===== config.mk =====
export PLATFORM = sky130hd
export DESIGN_NAME = debounce_bank
export DESIGN_NICKNAME = d
export VERILOG_FILES = /design/src/rtl/debounce_bank.sv
export SDC_FILE = /design/constraint.sdc
export NUM_CORES = 1
export LEC_CHECK = 0
export CAP_MARGIN = 20
export CORE_MARGIN = 2
export CORE_UTILIZATION = 60
export DETAILED_ROUTE_END_ITERATION = 16
export PLACE_DENSITY = 0.77
export SYNTH_ARGS = -nofsm -noshare
export SYNTH_HDL_FRONTEND = slang
export SYNTH_SLANG_ARGS = --single-unit
export TNS_END_PERCENT = 30

===== constraint.sdc =====
create_clock -name clk -period 3.29 [get_ports clk]
set_input_delay 0.658 -clock clk [delete_from_list [all_inputs] [get_ports clk]]
set_output_delay 0.658 -clock clk [all_outputs]
set_load 0.03 [all_outputs]

===== src/rtl/debounce_bank.sv =====
// Bank of independent debouncers. Each channel has a synchroniser, a STABLE/CHECK
// filter, edge pulses, and an optional auto-repeat generator that drives press.
module debounce_bank #(
    parameter int NUM_CH          = 4,
    parameter int SYNC_STAGES     = 2,
    parameter int DEBOUNCE_CYCLES = 500000,
    parameter int REPEAT_DELAY    = 50000000,
    parameter int REPEAT_RATE     = 10000000
) (
    input  logic              clk,
    input  logic              rst_n,
    input  logic [NUM_CH-1:0] pin,
    input  logic [NUM_CH-1:0] repeat_en,
    output logic [NUM_CH-1:0] state,
    output logic [NUM_CH-1:0] rise,
    output logic [NUM_CH-1:0] fall,
    output logic [NUM_CH-1:0] press
);

    localparam int DB_W    = $clog2(DEBOUNCE_CYCLES) + 1;
    localparam int RPT_MAX = (REPEAT_DELAY > REPEAT_RATE) ? REPEAT_DELAY : REPEAT_RATE;
    localparam int RPT_W   = $clog2(RPT_MAX) + 1;

    localparam logic [DB_W-1:0]  DB_LOAD    = DB_W'(DEBOUNCE_CYCLES - 1);
    localparam logic [RPT_W-1:0] DELAY_LAST = RPT_W'(REPEAT_DELAY - 1);
    localparam logic [RPT_W-1:0] RATE_LAST  = RPT_W'(REPEAT_RATE - 1);

    typedef enum logic {STABLE, CHECK} db_state_t;

    for (genvar i = 0; i < NUM_CH; i++) begin : g_ch
        logic [SYNC_STAGES-1:0] sync;
        logic                   s;
        db_state_t              cur, nxt;
        logic [DB_W-1:0]        cnt, cnt_nxt;
        logic                   st_q, rise_q, fall_q, press_q;
        logic                   st_nxt, rise_nxt, fall_nxt;
        logic [RPT_W-1:0]       rpt_cnt, rpt_cnt_nxt;
        logic                   rpt_started, rpt_started_nxt;
        logic                   rpt_active, rpt_hit, rpt_fire;

        assign s = sync[SYNC_STAGES-1];

        always_ff @(posedge clk or negedge rst_n) begin
            if (!rst_n) begin
                sync <= '0;
            end else begin
                sync <= {sync[SYNC_STAGES-2:0], pin[i]};
            end
        end

        always_comb begin
            nxt      = cur;
            cnt_nxt  = cnt;
            st_nxt   = st_q;
            rise_nxt = 1'b0;
            fall_nxt = 1'b0;
            case (cur)
                STABLE: begin
                    if (s != st_q) begin
                        cnt_nxt = DB_LOAD;
                        nxt     = CHECK;
                    end
                end
                CHECK: begin
                    if (s == st_q) begin
                        nxt = STABLE;
                    end else if (cnt == '0) begin
                        st_nxt   = s;
                        rise_nxt = s;
                        fall_nxt = ~s;
                        nxt      = STABLE;
                    end else begin
                        cnt_nxt = cnt - 1'b1;
                    end
                end
                default: nxt = STABLE;
            endcase
        end

        // First repeat waits REPEAT_DELAY, later ones REPEAT_RATE; a fall this cycle vetoes it.
        always_comb begin
            rpt_active      = st_q & repeat_en[i];
            rpt_hit         = rpt_active & (rpt_started ? (rpt_cnt == RATE_LAST)
                                                        : (rpt_cnt == DELAY_LAST));
            rpt_fire        = rpt_hit & ~fall_nxt;
            rpt_cnt_nxt     = '0;
            rpt_started_nxt = 1'b0;
            if (rpt_active) begin
                rpt_cnt_nxt     = rpt_hit ? '0 : rpt_cnt + 1'b1;
                rpt_started_nxt = rpt_started | rpt_hit;
            end
        end

        always_ff @(posedge clk or negedge rst_n) begin
            if (!rst_n) begin
                cur         <= STABLE;
                cnt         <= '0;
                st_q        <= 1'b0;
                rise_q      <= 1'b0;
                fall_q      <= 1'b0;
                press_q     <= 1'b0;
                rpt_cnt     <= '0;
                rpt_started <= 1'b0;
            end else begin
                cur         <= nxt;
                cnt         <= cnt_nxt;
                st_q        <= st_nxt;
                rise_q      <= rise_nxt;
                fall_q      <= fall_nxt;
                press_q     <= rise_nxt | rpt_fire;
                rpt_cnt     <= rpt_cnt_nxt;
                rpt_started <= rpt_started_nxt;
            end
        end

        assign state[i] = st_q;
        assign rise[i]  = rise_q;
        assign fall[i]  = fall_q;
        assign press[i] = press_q;
    end

endmodule


Fig. 1: met1 routing
Cells faint in the background.
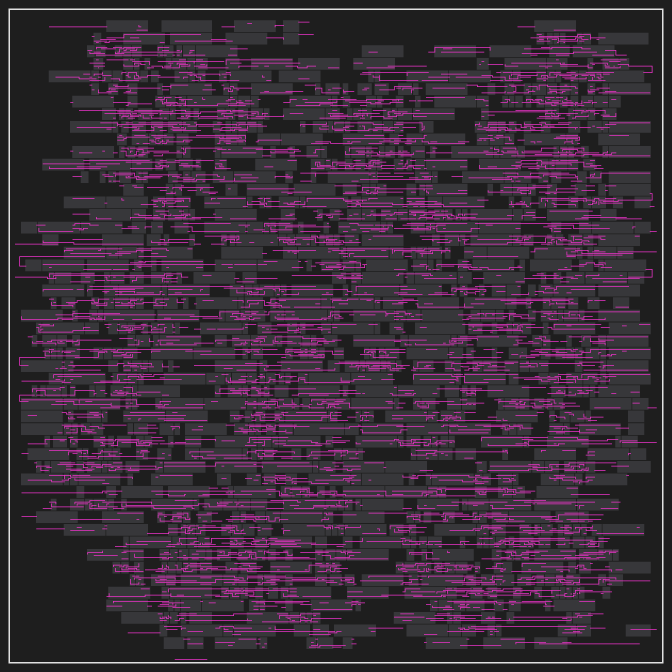
wire length on this layer: 10600 um
share of all routed wire: 47%

Fig. 2: met2 routing
Scale bar: 50 um.
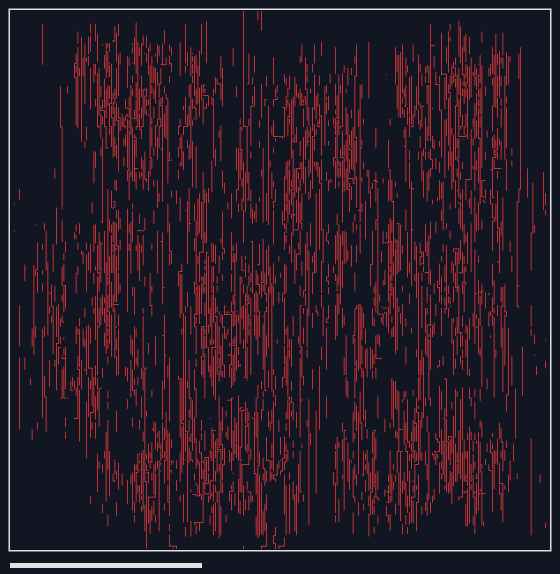
wire length on this layer: 10600 um
nets with wire on the layer: 998
share of all routed wire: 47%

Fig. 3: the metal 3 layer
Scale bar: 50 um.
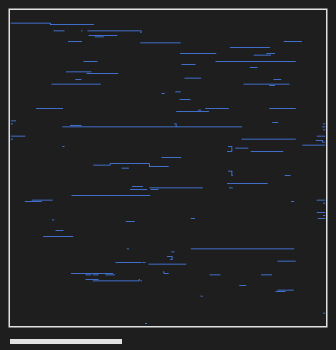
nets with wire on the layer: 71
wire length on this layer: 885 um

Fig. 4: clock nets
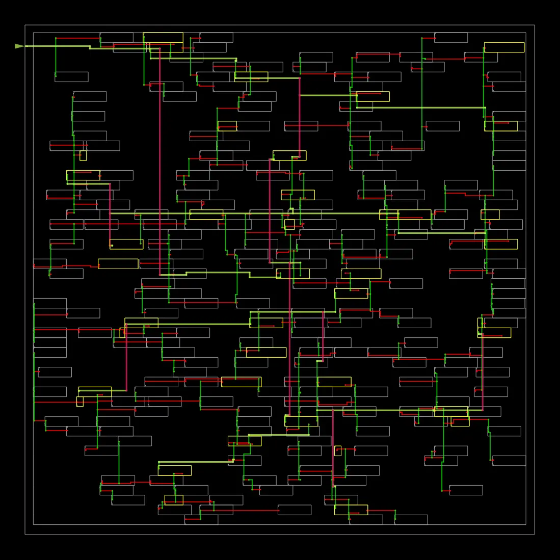
TritonCTS Sinks: 220
clock skew: 0.00641 ns
seq_cells: 220
Clock Power: 2.89 mW

==> CHANGELOG.md <==
### Implementation results

- Top reg by flops: g_ch.rpt_cnt
- Dominant logic cell types in the final layout: dfrtp_1 (220), nor2_1 (172), nand2_1 (80)
- Pre-CTS setup slack: 0.135 ns
- Hold WS: 0.162 ns
- Placed Area: 0.0117 mm2
- Total CTS buffers: 23
- Status: completed
- Max Cap Viol: 0
- Required @ worst endpoint: 3.68 ns
- Gr usage total: 23.5%
- Startpoint types: flip-flop
- Reg2Reg Depth: 5
- Xor/xnor share: 9.67%
- Antenna violations before repair: 0
- Post-CTS setup buffers: 0
- Count of final setup violators: 0
- Mean Syn Cell Area: 9.51 um2
- Via count: 8678
- 1st-pass router iterations: 5
- Layout cells sized above 1: 6.75%
- Cells after Synth: 1181
- Max-slew headroom: 32.2%
- DRT antenna net count: 0
- PD cells: 469 mW/mm2
- Routability cong.: 0.905
- Root Buffer: clkbuf_16
- Worst-path clk slew: 0.06 ns
- Drt via density: 5.99
- Max Fclk: 374 MHz
- Tcrit/Tclk final: 81.2%
- CP Capture Point: g_ch[3].cnt[16]
- Mapped Area: 0.0112 mm2
- Yosys warns: 0
- Fin worst setup slack: 0.619 ns
- Biggest area cells: dfrtp_1 (49%), nor2_1 (5.7%), xnor2_1 (5.3%), xor2_1 (4.4%), nand3_1 (2.8%)
- RR Startpoint: g_ch[3].cnt[16]
- Antenna Cells: 0
- Clock Latency Late Sink: 0.51 ns
- Top-area cell share: 49.0%
- Post-route minimum period: 2.67 ns
- Post-synth ARST share: 100%
- Top cell excl fill/tap: dfrtp_1
- RR Endpoint: g_ch[3].cnt[16]
- Leak: 4.85 nW
- Setup tns final: 0 ns
- Top Ports: 26
- OpenROAD warning count: 32
- Comb area leader: simple AND/OR/NAND/NOR gates
- Post-synthesis simple-gate area fraction: 27.0%
- Finished Cell Area: 0.0125 mm2
- Largest registers: g_ch.rpt_cnt (108), g_ch.cnt (80), g_ch.sync (8)
==> critical path: stages (launching register included) <==
cell and delay [ns]:
dfrtp_1 0.41, or4_1 0.60, or4_4 0.48, o31ai_1 0.59
nor3_1 0.10, or3b_1 0.36
==> routing by layer <==
| metal | track usage [%] | vias to the layer above | share of wire, % |
|---|---|---|---|
| met4 | 6.42 | 0 | 1.7 |
| met3 | 3.40 | 33 | 3.9 |
| met1 | 33.0 | 4216 | 47 |
| li1 | - | 4266 | - |
| met5 | 0 | - | 0 |
| met2 | 38.8 | 163 | 47 |
==> final cells by class <==
type                    count  area [um2]
flip-flops and latches    220        5510
fillers                  1450        5970
clock buffers              30         652
clock inverters            10         203
multi-input cells         874        5330
inverters                  38         143
well taps                 234         293
repair buffers             43         415
==> cell usage after synthesis, drive strengths merged (11+ instances only) <==
| cell | n |
|---|---|
| dfrtp | 220 |
| nor2 | 172 |
| nand2 | 80 |
| xnor2 | 68 |
| nand3 | 62 |
| xor2 | 56 |
| nor3 | 51 |
| nor4 | 41 |
| o21ai | 41 |
| inv | 38 |
| a21oi | 30 |
| and3 | 30 |
| nand4 | 28 |
| buf | 25 |
| or3 | 25 |
| clkbuf | 24 |
| or4 | 20 |
| a31oi | 19 |
| ha | 12 |
| and4 | 11 |
| o31ai | 11 |
==> power breakdown <==
part	internal, mW	switching (mW)
sequential	2.74	0.0431
clock	1.86	1.03
combinational	0.0703	0.143
total	4.67	1.22
==> how the worst min path moves through the flow <==
stage                         start         endpoint
global placement    g_ch[1].sync[0]  g_ch[1].sync[1]
detailed placement  g_ch[1].sync[0]  g_ch[1].sync[1]
CTS                           rst_n  g_ch[3].cnt[15]
global route                  rst_n  g_ch[3].cnt[15]
floorplan           g_ch[0].sync[0]  g_ch[0].sync[1]
finish                        rst_n  g_ch[3].cnt[15]
Power figures rest on the tool's default switching activity, not on a simulated workload.
